## src/rtl/ss_rvc_dmem_arb.sv

```systemverilog
// Data-memory arbiter for ss_rvc: shares the single-port D_MEM between the core LSU (C)
// and the external debug/loader port (E), decodes the D_MEM window and returns in-order responses.

package ss_rvc_pkg;
  localparam int XLEN       = 32;
  localparam int SIZE_I_MEM = 1024;

  typedef enum logic {
    REQ_RD = 1'b0,
    REQ_WR = 1'b1
  } t_req_op;
endpackage

module ss_rvc_dmem_arb
  import ss_rvc_pkg::*;
#(
  parameter int MSB_D_MEM    = 9,
  parameter int D_MEM_OFFSET = SIZE_I_MEM,
  parameter int RD_LAT       = 1
) (
  input  logic                   QClk,
  input  logic                   RstQnnnL,
  // core load/store unit
  input  logic                   c_req,
  input  t_req_op                c_op,
  input  logic [XLEN-1:0]        c_addr,
  input  logic [XLEN-1:0]        c_wdata,
  output logic                   c_ack,
  output logic                   c_rsp_valid,
  output logic                   c_rsp_err,
  output logic [XLEN-1:0]        c_rsp_rdata,
  // external debug/loader port
  input  logic                   e_req,
  input  t_req_op                e_op,
  input  logic [XLEN-1:0]        e_addr,
  input  logic [XLEN-1:0]        e_wdata,
  output logic                   e_ack,
  output logic                   e_rsp_valid,
  output logic                   e_rsp_err,
  output logic [XLEN-1:0]        e_rsp_rdata,
  input  logic                   e_lock,
  // D_MEM macro
  output logic                   mem_en,
  output logic                   mem_wr,
  output logic [MSB_D_MEM-2:0]   mem_addr,
  output logic [XLEN-1:0]        mem_wdata,
  input  logic [XLEN-1:0]        mem_rdata
);

  localparam int              SIZE_D_MEM = 2 ** (MSB_D_MEM + 1);
  localparam logic [XLEN-1:0] WIN_LO     = XLEN'(D_MEM_OFFSET);
  localparam logic [XLEN-1:0] WIN_HI     = XLEN'(D_MEM_OFFSET + SIZE_D_MEM);

  typedef enum logic {
    OWN_C = 1'b0,
    OWN_E = 1'b1
  } t_owner;

  typedef struct packed {
    logic   valid;
    t_owner owner;
    logic   err;
    logic   is_rd;
  } t_rsp_slot;

  t_owner          last_grant;
  logic            grant_c;
  logic            grant_e;
  logic            any_grant;
  t_req_op         win_op;
  logic [XLEN-1:0] win_addr;
  logic [XLEN-1:0] win_wdata;
  logic [XLEN-1:0] win_off;
  logic            addr_ok;
  t_rsp_slot       pipe [RD_LAT];
  t_rsp_slot       head;
  logic [XLEN-1:0] rsp_rdata;
  logic            unused_off_bits;

  // Arbitration: lock gives E absolute priority, otherwise round-robin on contention.
  always_comb begin
    // NOTE: every always_comb output gets a default first so no path can infer a latch.
    grant_c = 1'b0;
    grant_e = 1'b0;
    if (RstQnnnL) begin
      if (c_req && e_req) begin
        if (e_lock || last_grant == OWN_C) grant_e = 1'b1;
        else                               grant_c = 1'b1;
      end else begin
        grant_c = c_req;
        grant_e = e_req;
      end
    end
  end

  assign any_grant = grant_c | grant_e;
  assign c_ack     = grant_c;
  assign e_ack     = grant_e;

  assign win_op    = grant_e ? e_op    : c_op;
  assign win_addr  = grant_e ? e_addr  : c_addr;
  assign win_wdata = grant_e ? e_wdata : c_wdata;

  // Window decode; the offset's upper bits are only meaningful inside the window.
  assign win_off = win_addr - WIN_LO;
  assign addr_ok = (win_addr >= WIN_LO) && (win_addr < WIN_HI) && (win_addr[1:0] == 2'b00);
  assign unused_off_bits = ^{win_off[XLEN-1:MSB_D_MEM+1], win_off[1:0]};

  assign mem_en    = any_grant && addr_ok;
  assign mem_wr    = mem_en && (win_op == REQ_WR);
  assign mem_addr  = mem_en ? win_off[MSB_D_MEM:2] : '0;
  assign mem_wdata = mem_en ? win_wdata : '0;

  always_ff @(posedge QClk or negedge RstQnnnL) begin
    if (!RstQnnnL) begin
      // NOTE: the response pipe is reset (unlike a RAM array) so in-flight responses die with reset.
      last_grant <= OWN_E;
      for (int i = 0; i < RD_LAT; i++) pipe[i] <= '0;
    end else begin
      // NOTE: non-blocking assignments let each stage shift from its pre-edge value.
      if (any_grant) last_grant <= grant_e ? OWN_E : OWN_C;
      pipe[0] <= '{valid: any_grant,
                   owner: (grant_e ? OWN_E : OWN_C),
                   err:   any_grant && !addr_ok,
                   is_rd: (win_op == REQ_RD)};
      for (int i = 1; i < RD_LAT; i++) pipe[i] <= pipe[i-1];
    end
  end

  // The last stage lines up with mem_rdata; memory output is ignored unless a valid read is due.
  assign head      = pipe[RD_LAT-1];
  assign rsp_rdata = (head.valid && head.is_rd && !head.err) ? mem_rdata : '0;

  assign c_rsp_valid = head.valid && (head.owner == OWN_C);
  assign c_rsp_err   = c_rsp_valid && head.err;
  assign c_rsp_rdata = c_rsp_valid ? rsp_rdata : '0;

  assign e_rsp_valid = head.valid && (head.owner == OWN_E);
  assign e_rsp_err   = e_rsp_valid && head.err;
  assign e_rsp_rdata = e_rsp_valid ? rsp_rdata : '0;

endmodule

```

## config.mk

```make
export PLATFORM = sky130hd
export DESIGN_NAME = ss_rvc_dmem_arb
export DESIGN_NICKNAME = d
export VERILOG_FILES = /design/src/rtl/ss_rvc_dmem_arb.sv
export SDC_FILE = /design/constraint.sdc
export NUM_CORES = 1
export LEC_CHECK = 0
export CORE_AREA = 2 2 108 110
export DETAILED_ROUTE_END_ITERATION = 7
export DIE_AREA = 0 0 110 112
export PLACE_DENSITY = 0.7
export SYNTH_ARGS = -nofsm -noshare
export SYNTH_HDL_FRONTEND = slang
export SYNTH_SLANG_ARGS = --single-unit
export TNS_END_PERCENT = 5
```

## constraint.sdc

```tcl
create_clock -name QClk -period 2.4 [get_ports QClk]
set_input_delay 0.24 -clock QClk [delete_from_list [all_inputs] [get_ports QClk]]
set_output_delay 0.24 -clock QClk [all_outputs]
set_load 0.005 [all_outputs]
```

Figure 1. Port wiring (run 1).
(4 px per um)
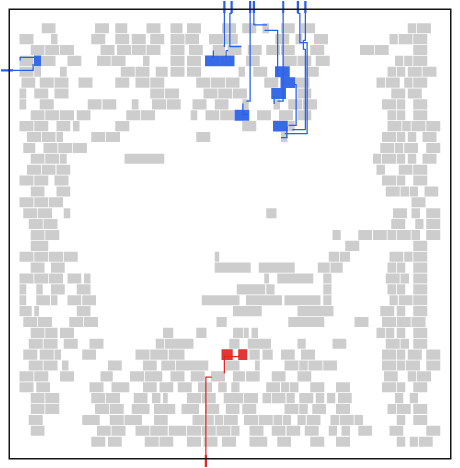
- mem_addr: blue (direction output; edge 7 top, 1 left; end cells 8; buffers 8; wire 200 um)
- e_lock: red (direction input; edge bottom; end cells 2; buffers 1; wire 30.0 um)

Figure 2. Clock distribution (run 1).
(4 px per um)
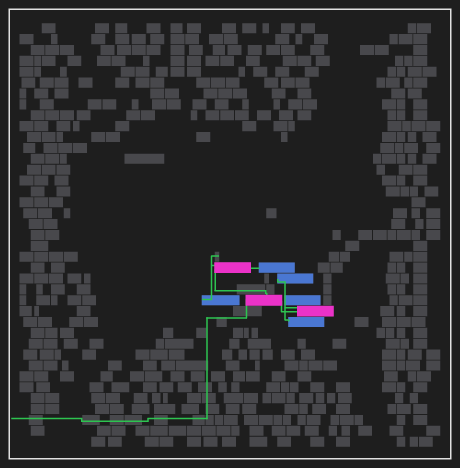
- clock wires: green (length 167 um)
- cells driving clock nets: magenta (count 3)
- flip-flops: blue (count 5)
- routed clock nets: 4

==> reports/metrics.cfg, run 1 <==
[pwr]
p_int_w=0.000663
clock_power_share_pct=30.9
powerDensity_nw_per_um2=185
switchingPower_w=0.000210
comb_power_w=0.000506
share_comb_of_total_power_pct=58.0
power_leader=combinational logic
seq_cell_power_w=0.0000970

[synth]
seq_area_frac_synth_pct=7.53
netlist_area_um2=1680
async_flop_share_pct=100
synth.net_count=372
ys_chip_area_um2=1680
synth.area.top_cells=and2_1 25%, mux2i_1 24%, nor3_2 23%, dfrtp_1 6.0%, buf_6 4.0%
synth-edff-count=0
avgSynthCellArea_um2=8.19
top_cells_by_count=67 x and2_1, 41 x mux2i_1, 39 x nor3_2
yosys_warnings=0
top_area_share_pct=25.0
ys_cells=205
ys_types=25
synthCells=205
ys_seq_elements=5

[placed_design]
routabilityCongestion=0.800
dp_hpwl_um=7730
place_area_um2=4660
port_buffers=278

[cells_and_area]
final_area_um2=4710
area_delta_synth_final_pct=180
drive_above_1_share_pct=18.9
antenna_cells=0

[clocking]
cts_buffers=3
cts_tree=yes
path_clk_slew_ns=0.03
htree_levels=1
cts_sinks=5
ctsHoldBuffers=0
clock_path_buffers=2
cts-root-buf=clkbuf_16
clk_latency_ns=0.22

[setup_path]
crit_arrival_ns=2.28
path_buffers=4
crit_family=buffers and inverters
critPathRequiredTime_ns=2.16
cp_cell_sequence=clkdlybuf4s50_1 -> nor4_1 -> nand4_1 -> o32a_4 -> buf_4 -> buf_12 -> nor3_1 -> clkdlybuf4s15_1
crit_path_end=mem_wdata[31]
r2r_cells=5
worstSetupStartpoint=c_addr[20]
regToRegEndpoint=head[1]$_DFF_PN0_
crit_path_end_kind=output pin
critPathMaxFanout=22
cp.depth=8
slowest_stage=o32a_4
critPathMaxStageDelay_ns=0.42
regToRegSetupSlack_ns=0.73

[sta]
setup_viol=3
post-route-min-period_ns=2.52
max_freq_ghz=0.397
final.setup.worst_slack_ns=-0.119
period_used_pct=105
drv_slew=0
tns_ns=-0.230
rsz0062_at_grt=true

[routing]
met2WireLength_um=5060
drt_iter0_markers=53
drc_errors=0
highest_layer=met4
postRouteAntennaNets=0
firstDrtPassIters=2
dr_total_vias=2631

[floorplanning]
rows=39
fp-utilization_pct=15.0
die_w_um=110

[status]
violations=setup timing
outcome=complete, but fails checks

[global_routing]
grt_max_degree=33
met2_usage_pct=28.3
overflow=0
grt_pass1_vias=2677
grt_pass1_wl_um=13300
grtUsageMet3_pct=5.39

[flow_run]
cap_violations=0

[min_path]
hold_path.class=in -> async

Figure 3. Track usage over the die (run 1).
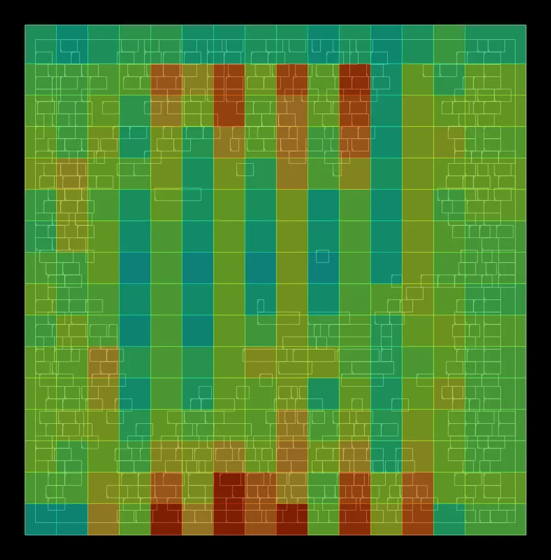
gr usage total: 13.8%
routed len/inst: 14.6 um
met1 global-route usage: 12.4%
Final Util: 42.1%

Figure 4. Gate families picked out (run 1).
(3 px per um)
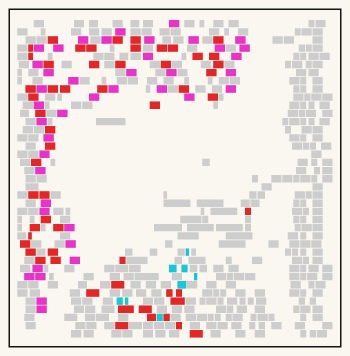
- NOR gates: red (cells 56; most used nor3_2)
- multiplexers: magenta (cells 41; most used mux2i_1)
- NAND gates: cyan (cells 8; most used nand2_1; where bottom centre)

[run 1: cell type report]
type | count | area (um^2)
inverters | 1 | 3.75
multi-input cells | 179 | 1490
flip-flops and latches | 5 | 126
repair buffers | 292 | 2830
clock buffers | 4 | 78.8
fillers | 1131 | 6460
well taps | 143 | 179
[run 1: through the flow]
step	power [W]	setup WS, ns	util (%)	cells	hold slack (ns)
4_1_cts	0.000885	-0.204	42.5	623	0.355
3_5_place_dp	0.000606	-0.293	41.7	618	0.522
6_report	0.000873	-0.119	42.1	624	0.352
5_1_grt	0.000929	-0.204	42.1	624	0.363
2_1_floorplan	0.000232	0.523	-	205	-0.0556
3_3_place_gp	0.000595	-0.330	41.7	618	0.509
[run 1: repair_timing]
action,CTS,global route
gates resized,47,82
setup endpoints to repair,42,42
endpoints found under the hold margin,0,0
cloned,1,0
buffers inserted,0,1
pin swaps,2,5
[run 1: registers in the layout (all words and copies together), names as in the netlist]
register and cells:
last_grant 1, head 4
[run 1: cell usage in the layout, fill, tap and decap left out, types with 2 or more instances in the layout]
cell	instances
nor3_1	2
nor4_1	5
dfrtp_1	4
nor4_2	5
and3b_1	2
buf_2	13
clkbuf_2	12
clkdlybuf4s50_1	230
nand2_1	3
dlygate4sd2_1	8
clkdlybuf4s15_1	9
clkbuf_16	3
mux2i_1	41
buf_4	9
buf_12	3
nand4_1	2
and2_1	67
dlymetal6s2s_1	6
nor3_2	39
[run 1: kinds of logic (layout without fill, tap and decap cells)]
kind of cell    after synthesis  after routing  synth area share, %
mux                          41             41                 24.4
flops                         5              5                 7.53
compound gates                4              4                 1.64
buf+inv                      21            297                 7.67
simple gates                134            134                 58.7
==> run 2: changes to the inputs <==
--- a/config.mk
+++ b/config.mk
@@ -5,10 +5,13 @@
 export SDC_FILE = /design/constraint.sdc
 export NUM_CORES = 1
 export LEC_CHECK = 0
-export CORE_AREA = 2 2 108 110
+export CELL_PAD_IN_SITES_DETAIL_PLACEMENT = 0
+export CELL_PAD_IN_SITES_GLOBAL_PLACEMENT = 1
+export CORE_AREA = 2 2 117 119
+export CTS_BUF_LIST = sky130_fd_sc_hd__clkbuf_16
 export DETAILED_ROUTE_END_ITERATION = 7
-export DIE_AREA = 0 0 110 112
-export PLACE_DENSITY = 0.7
+export DIE_AREA = 0 0 119 121
+export PLACE_DENSITY = 0.92
 export SYNTH_ARGS = -nofsm -noshare
 export SYNTH_HDL_FRONTEND = slang
 export SYNTH_SLANG_ARGS = --single-unit
Figure 5. Signal metal coverage by tile (run 2).
(3 px per um) 24 x 24 tiles, from white (low) to dark blue (high), scaled to the fullest tile. Values are wire area over tile area, all layers added.
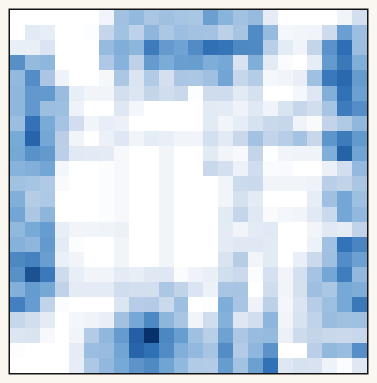
- nearly empty tiles: 21%
- emptiest ninth of the die: centre
- fullest tile: 0.45
- mean over tiles: 0.11

Figure 6. Track usage over the die (run 2).
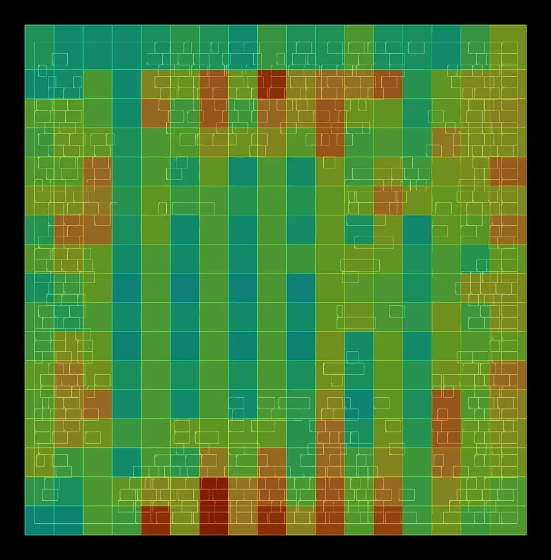
met1 global-route usage: 11.8%
met3 global-route usage: 2.96%
gr usage total: 12.1%
Final Util: 36.1%

Figure 7. Gate families picked out (run 2).
(3 px per um)
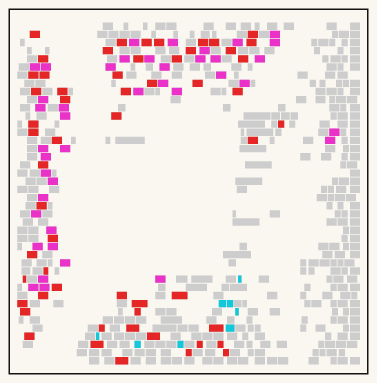
- multiplexers: magenta (cells 41; most used mux2i_1; where widely spread)
- NOR gates: red (cells 56; most used nor3_2)
- NAND gates: cyan (cells 8; most used nand2_1)

==> run 2 against run 1 <==
Against the previous run:
- the flow still finishes with violations (setup timing)
- flip-flop count stayed put
- critical path depth is 1 lower
- clock skew is 0.0027 ns higher
- clock power hardly changed
- combinational power is 2% higher
- wire length is 4.0% higher
- die area is 17% higher
- synthesized cell count stayed put
- final area is 0.40% higher
- via count is 0.11% higher
- critical path type unchanged
==> reports/metrics.cfg, run 2 <==
[setup_path]
cp_cell_sequence=clkdlybuf4s50_1 -> nor4_1 -> nand4_1 -> o32a_4 -> buf_12 -> nor3_2 -> dlygate4sd2_1
crit_arrival_ns=2.16
critPathMaxStageDelay_ns=0.40
crit_path_end_kind=output pin
regToRegSetupSlack_ns=0.71
path_buffers=3
critPathRequiredTime_ns=2.16
critPathMaxFanout=22
slowest_stage=clkdlybuf4s50_1
path_class=in -> out

[pwr]
totalPowerFinal_w=0.000883
powerDensity_nw_per_um2=187
ir_drop_uv=123

[min_path]
hold_path.class=in -> async

[placed_design]
routabilityCongestion=0.854
place_area_um2=4730
port_buffers=278
dp_hpwl_um=7990

[synth]
async_flop_share_pct=100
synth-edff-count=0
top_logic_kind=simple AND/OR/NAND/NOR gates
mux_area_share_pct=24.4
ys_sh_simple_pct=58.7
avgSynthCellArea_um2=8.19
synth.area.top_cells=and2_1 25%, mux2i_1 24%, nor3_2 23%, dfrtp_1 6.0%, buf_6 4.0%
synth.net_count=372
ys_chip_area_um2=1680
synthAoiAreaFrac_pct=1.64
top_area_share_pct=25.0
ys_sh_xor_pct=0
ys_types=25
yosys_warnings=0
synthCells=205
ys_cells=205
netlist_area_um2=1680
ys_seq_elements=5
synthFlopType=dfrtp_1
seq_area_frac_synth_pct=7.53
top_cells_by_count=67 x and2_1, 41 x mux2i_1, 39 x nor3_2

[sta]
setup_viol=1
max_freq_ghz=0.416
clock_skew_ns=0.00292
holdWs_ns=0.369
drv_slew=0
post-route-min-period_ns=2.40
rsz0062_at_grt=true
final.setup.worst_slack_ns=-0.00161
period_used_pct=100

[routing]
firstDrtPassIters=3
viasPerCell=4.00
drc_errors=0
drt_iter0_markers=50
wire_per_inst_um=14.3
dr_total_vias=2634
postRouteAntennaNets=0

[cells_and_area]
lay_top_count=clkdlybuf4s50_1
combGateArea_um2=1500
layout_top_cells=236 x clkdlybuf4s50_1, 67 x and2_1, 41 x mux2i_1, 40 x nor3_2, 32 x clkbuf_2
layout.nets=651
largest_register_ffs=4
antenna_cells=0
area_delta_synth_final_pct=182
flop_area_um2=126
n_fill_cell=1324
final_area_um2=4730
drive_above_1_share_pct=20.9

[status]
violations=setup timing
outcome=complete, but fails checks

[global_routing]
overflow=0
grt_pass1_wl_um=13900
grt_max_degree=33
grt_pass1_vias=2725

[clocking]
htree_levels=1
clk_latency_ns=0.23
cts_buffers=3
cts-root-buf=clkbuf_16
post_cts_buffers=0
cts_resized=46
cts_sinks=5
clock_path_buffers=2
ctsHoldBuffers=0
cts_tree=yes
path_clk_slew_ns=0.03

[floorplanning]
rows=42
fp-utilization_pct=12.8
die_w_um=119

[flow_run]
cap_violations=0

run 2: cell counts after synthesis:
Identical to the previous run, type by type.
run 2: cells by family after synthesis:
logic type / count (synthesis)
buf+inv: 21
compound gates: 4
simple gates: 134
mux: 41
flops: 5
run 2: path summary, 6_finish.rpt:
check                      depth (start not counted)                endpoint                    from
setup reg to reg                                   5       head[1]$_DFF_PN0_  last_grant$_DFFE_PN1P_
setup / recovery                                   7             mem_addr[4]              c_addr[19]
min in group QClk                                  1  last_grant$_DFFE_PN1P_  last_grant$_DFFE_PN1P_
max in group asynchronous                          2  last_grant$_DFFE_PN1P_                RstQnnnL
hold reg to reg                                    1  last_grant$_DFFE_PN1P_  last_grant$_DFFE_PN1P_
hold / removal                                     2       head[1]$_DFF_PN0_                RstQnnnL
run 2: layout make-up:
class                           instances  share of cell area, %
Clock inverter                          1                 0.0794
Clock buffer                            3                   1.59
Inverter                                1                 0.0794
Sequential cell                         5                   2.67
Timing Repair Buffer                  294                   59.2
Tap cell                              176                   4.66
Multi-Input combinational cell        179                   31.7
run 2: through the flow:
stage                     setup TNS [ns]  cells  worst slack, ns
after floorplan                        0    205            0.523
after global placement            -11.05    654           -0.309
after detailed placement          -11.77    654           -0.338
after CTS                              0    659          0.00995
after global routing              -0.330    659           -0.104
final                           -0.00161    659         -0.00161
run 2: metal layers:
metal  GRT usage, %  share of wire, %  routed length [um]  vias up
met2           25.0                55                5220      160
met4           3.35               1.5                 144        0
li1               -                 -                   -     1280
met3           2.96               9.2                 864        8
met5              0                 0                   0        -
met1           11.8                34                3220     1186
run 2: where the power goes:
group          internal, W  leakage [nW]  switching (W)
Clock             0.000216        0.0423      0.0000525
Sequential       0.0000930        0.0597     0.00000405
Combinational     0.000357          1.64       0.000161
Total             0.000665          1.74       0.000218
==> run 3: changes to the inputs <==
--- a/config.mk
+++ b/config.mk
@@ -9,6 +9,7 @@
 export CELL_PAD_IN_SITES_GLOBAL_PLACEMENT = 1
 export CORE_AREA = 2 2 117 119
 export CTS_BUF_LIST = sky130_fd_sc_hd__clkbuf_16
+export CTS_CLUSTER_DIAMETER = 150
 export DETAILED_ROUTE_END_ITERATION = 7
 export DIE_AREA = 0 0 119 121
 export PLACE_DENSITY = 0.92
Figure 8. Port wiring (run 3).
(4 px per um)
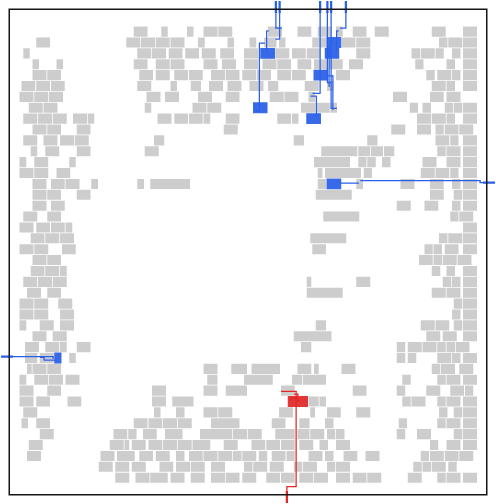
- mem_addr: blue (direction output; edge 6 top, 1 right, 1 left; end cells 8; buffers 8; wire 193 um)
- e_lock: red (direction input; edge bottom; end cells 2; buffers 1; wire 36.9 um)

Figure 9. Clock distribution (run 3).
(4 px per um)
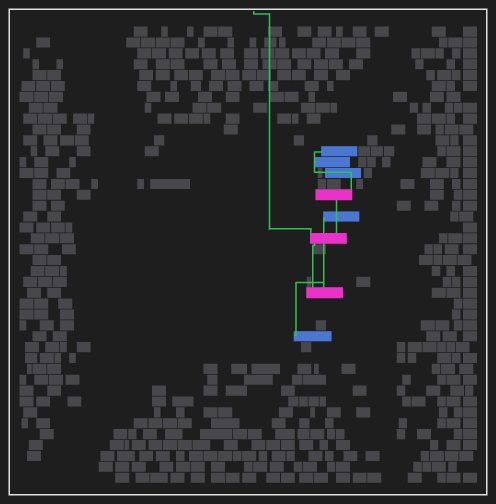
- clock wires: green (length 170 um)
- cells driving clock nets: magenta (count 3)
- flip-flops: blue (count 5)
- routed clock nets: 4

Figure 10. Gate families picked out (run 3).
(3 px per um)
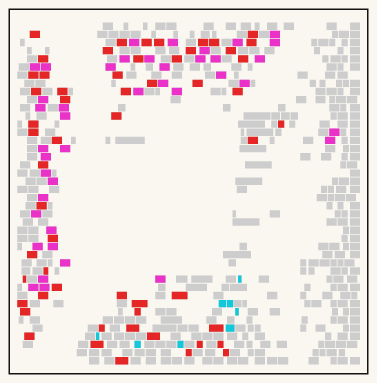
- NAND gates: cyan (cells 8; most used nand2_1)
- multiplexers: magenta (cells 41; most used mux2i_1; where widely spread)
- NOR gates: red (cells 56; most used nor3_2)

==> run 3 against run 2 <==
Against the previous run:
- the run still ends with setup timing left
- sequential share of layout area unchanged
- wire length stayed put
- die area is the same
- first-iteration DRC count did not move
- critical path type unchanged
- final area unchanged
==> reports/metrics.cfg, run 3 <==
[status]
outcome=complete, but fails checks
violations=setup timing

[global_routing]
antenna_found_initial=0
grt_use_total_pct=12.1
grt_pass1_vias=2725
met1_usage_pct=11.8
overflow=0
grt_max_degree=33
grtUsageMet3_pct=2.96
met2_usage_pct=25.0
grt_pass1_wl_um=13900
top_usage_layer=met2

[clocking]
htree_levels=1
cts_tree=yes
cts_buffers=3
cts_resized=46
post_cts_buffers=0
clk_latency_ns=0.23
cts_sinks=5
ctsHoldBuffers=0
clock_path_buffers=2
path_clk_slew_ns=0.03
cts-root-buf=clkbuf_16

[sta]
holdWs_ns=0.369
relSlewSlack_pct=78.5
drv_slew=0
rsz0062_at_grt=true
tns_ns=-0.00161
hold_violations=0
worstMarginPinSlew_ns=0.313
clock_skew_ns=0.00292
period_used_pct=100
max_freq_ghz=0.416
final.setup.worst_slack_ns=-0.00161
post-route-min-period_ns=2.40
setup_viol=1

[pwr]
powerDensity_nw_per_um2=187
share_comb_of_total_power_pct=58.7
ir_drop_uv=123
seqPwrFrac_pct=11.0
p_int_w=0.000665
p_sw_share_pct=24.7
switchingPower_w=0.000218
totalPowerFinal_w=0.000883
clock_power_share_pct=30.3
leakage_nw=1.74

[synth]
seq_area_frac_synth_pct=7.53
ys_types=25
synthCells=205
ys_seq_elements=5
top_area_share_pct=25.0
synth_top_cell_by_area=and2_1
top_cells_by_count=67 x and2_1, 41 x mux2i_1, 39 x nor3_2
netlist_area_um2=1680
synth.area.top_cells=and2_1 25%, mux2i_1 24%, nor3_2 23%, dfrtp_1 6.0%, buf_6 4.0%
synth.net_count=372
ys_cells=205
yosys_warnings=0
async_flop_share_pct=100
most_common_cell=and2_1
synthFlopType=dfrtp_1
ys_chip_area_um2=1680
synth-edff-count=0
avgSynthCellArea_um2=8.19

[setup_path]
critPathRequiredTime_ns=2.16
r2r_cells=5
crit_arrival_ns=2.16
rr_startpoint=last_grant$_DFFE_PN1P_
path_buffers=3
regToRegSetupSlack_ns=0.71
cp-start-kind=input pin
path_class=in -> out
slowest_stage=clkdlybuf4s50_1
critPathMaxStageDelay_ns=0.40
cp_cell_sequence=clkdlybuf4s50_1 -> nor4_1 -> nand4_1 -> o32a_4 -> buf_12 -> nor3_2 -> dlygate4sd2_1
critPathMaxFanout=22
crit_family=buffers and inverters
regToRegEndpoint=head[1]$_DFF_PN0_
crit_path_end_kind=output pin

[floorplanning]
core-area_um2=13100
fp-utilization_pct=12.8
die_area_um2=14400
die_h_um=121
die_w_um=119
pin_count=279
rows=42

[cells_and_area]
drive_above_1_share_pct=20.9
largest_register_ffs=4
combGateArea_um2=1500
lay_top_count=clkdlybuf4s50_1
postLayoutCoreUtil_pct=36.1
final_cells=659
n_fill_cell=1324
layout_top_cells=236 x clkdlybuf4s50_1, 67 x and2_1, 41 x mux2i_1, 40 x nor3_2, 32 x clkbuf_2
flop_area_um2=126
layout.nets=651
final_area_um2=4730
antenna_cells=0
area_delta_synth_final_pct=182

[routing]
wirelength_um=9440
wire_per_inst_um=14.3
dr_total_vias=2634
firstDrtPassIters=3
postRouteAntennaNets=0
viasPerCell=4.00
drc_errors=0
drt_iter0_markers=50

[placed_design]
place_area_um2=4730
dp_slack_ns=-0.338
routabilityCongestion=0.854
dp_hpwl_um=7990
dpl.cell_count=654
port_buffers=278

[min_path]
hold_path.class=in -> async

[flow_run]
warnings=27
cap_violations=0

[run 3: per-layer routing]
| metal | vias up | routed length (um) |
|---|---|---|
| met5 | - | 0 |
| met4 | 0 | 144 |
| met3 | 8 | 864 |
| li1 | 1280 | - |
| met2 | 160 | 5220 |
| met1 | 1186 | 3220 |
[run 3: worst max path at each step]
stage | startpoint | end | slack, ns | depth (start not counted)
floorplan | last_grant$_DFFE_PN1P_ | mem_addr[0] | 0.52 | 7
global placement | c_addr[0] | mem_wdata[6] | -0.31 | 7
detailed placement | c_addr[0] | mem_wdata[31] | -0.34 | 7
CTS | RstQnnnL | mem_wdata[17] | 0.01 | 7
global route | c_addr[24] | mem_addr[4] | -0.10 | 7
finish | c_addr[19] | mem_addr[4] | -0.002 | 7
[run 3: cell families after synthesis]
| group | Yosys count | synth area share, % |
|---|---|---|
| AND-OR/OR-AND | 4 | 1.64 |
| buffers and inverters | 21 | 7.67 |
| flip-flops | 5 | 7.53 |
| multiplexers | 41 | 24.4 |
| AND/OR/NAND/NOR | 134 | 58.7 |
[run 3: power by group through the flow]
stage	Clock, W	Sequential [W]	Combinational, W
floorplan	0	0.0000968	0.000136
global placement	0	0.0000979	0.000508
detailed placement	0	0.0000982	0.000516
CTS	0.000275	0.0000973	0.000519
global route	0.000284	0.0000983	0.000554
finish	0.000268	0.0000971	0.000518
[run 3: area by class of cell]
cell class / instances / share of cell area, %
Clock inverter: 1 / 0.0794
Sequential cell: 5 / 2.67
Timing Repair Buffer: 294 / 59.2
Multi-Input combinational cell: 179 / 31.7
Tap cell: 176 / 4.66
Inverter: 1 / 0.0794
Clock buffer: 3 / 1.59
[run 3: worst register-to-register path, cell delays in order, from the launching register on]
cell and delay [ns]:
dfstp_2 0.54, nand3b_1 0.10, nor2b_4 0.16, o32a_4 0.43
buf_16 0.19, and2_1 0.17
No activity file was given, so power comes from the tool's default toggle rates.
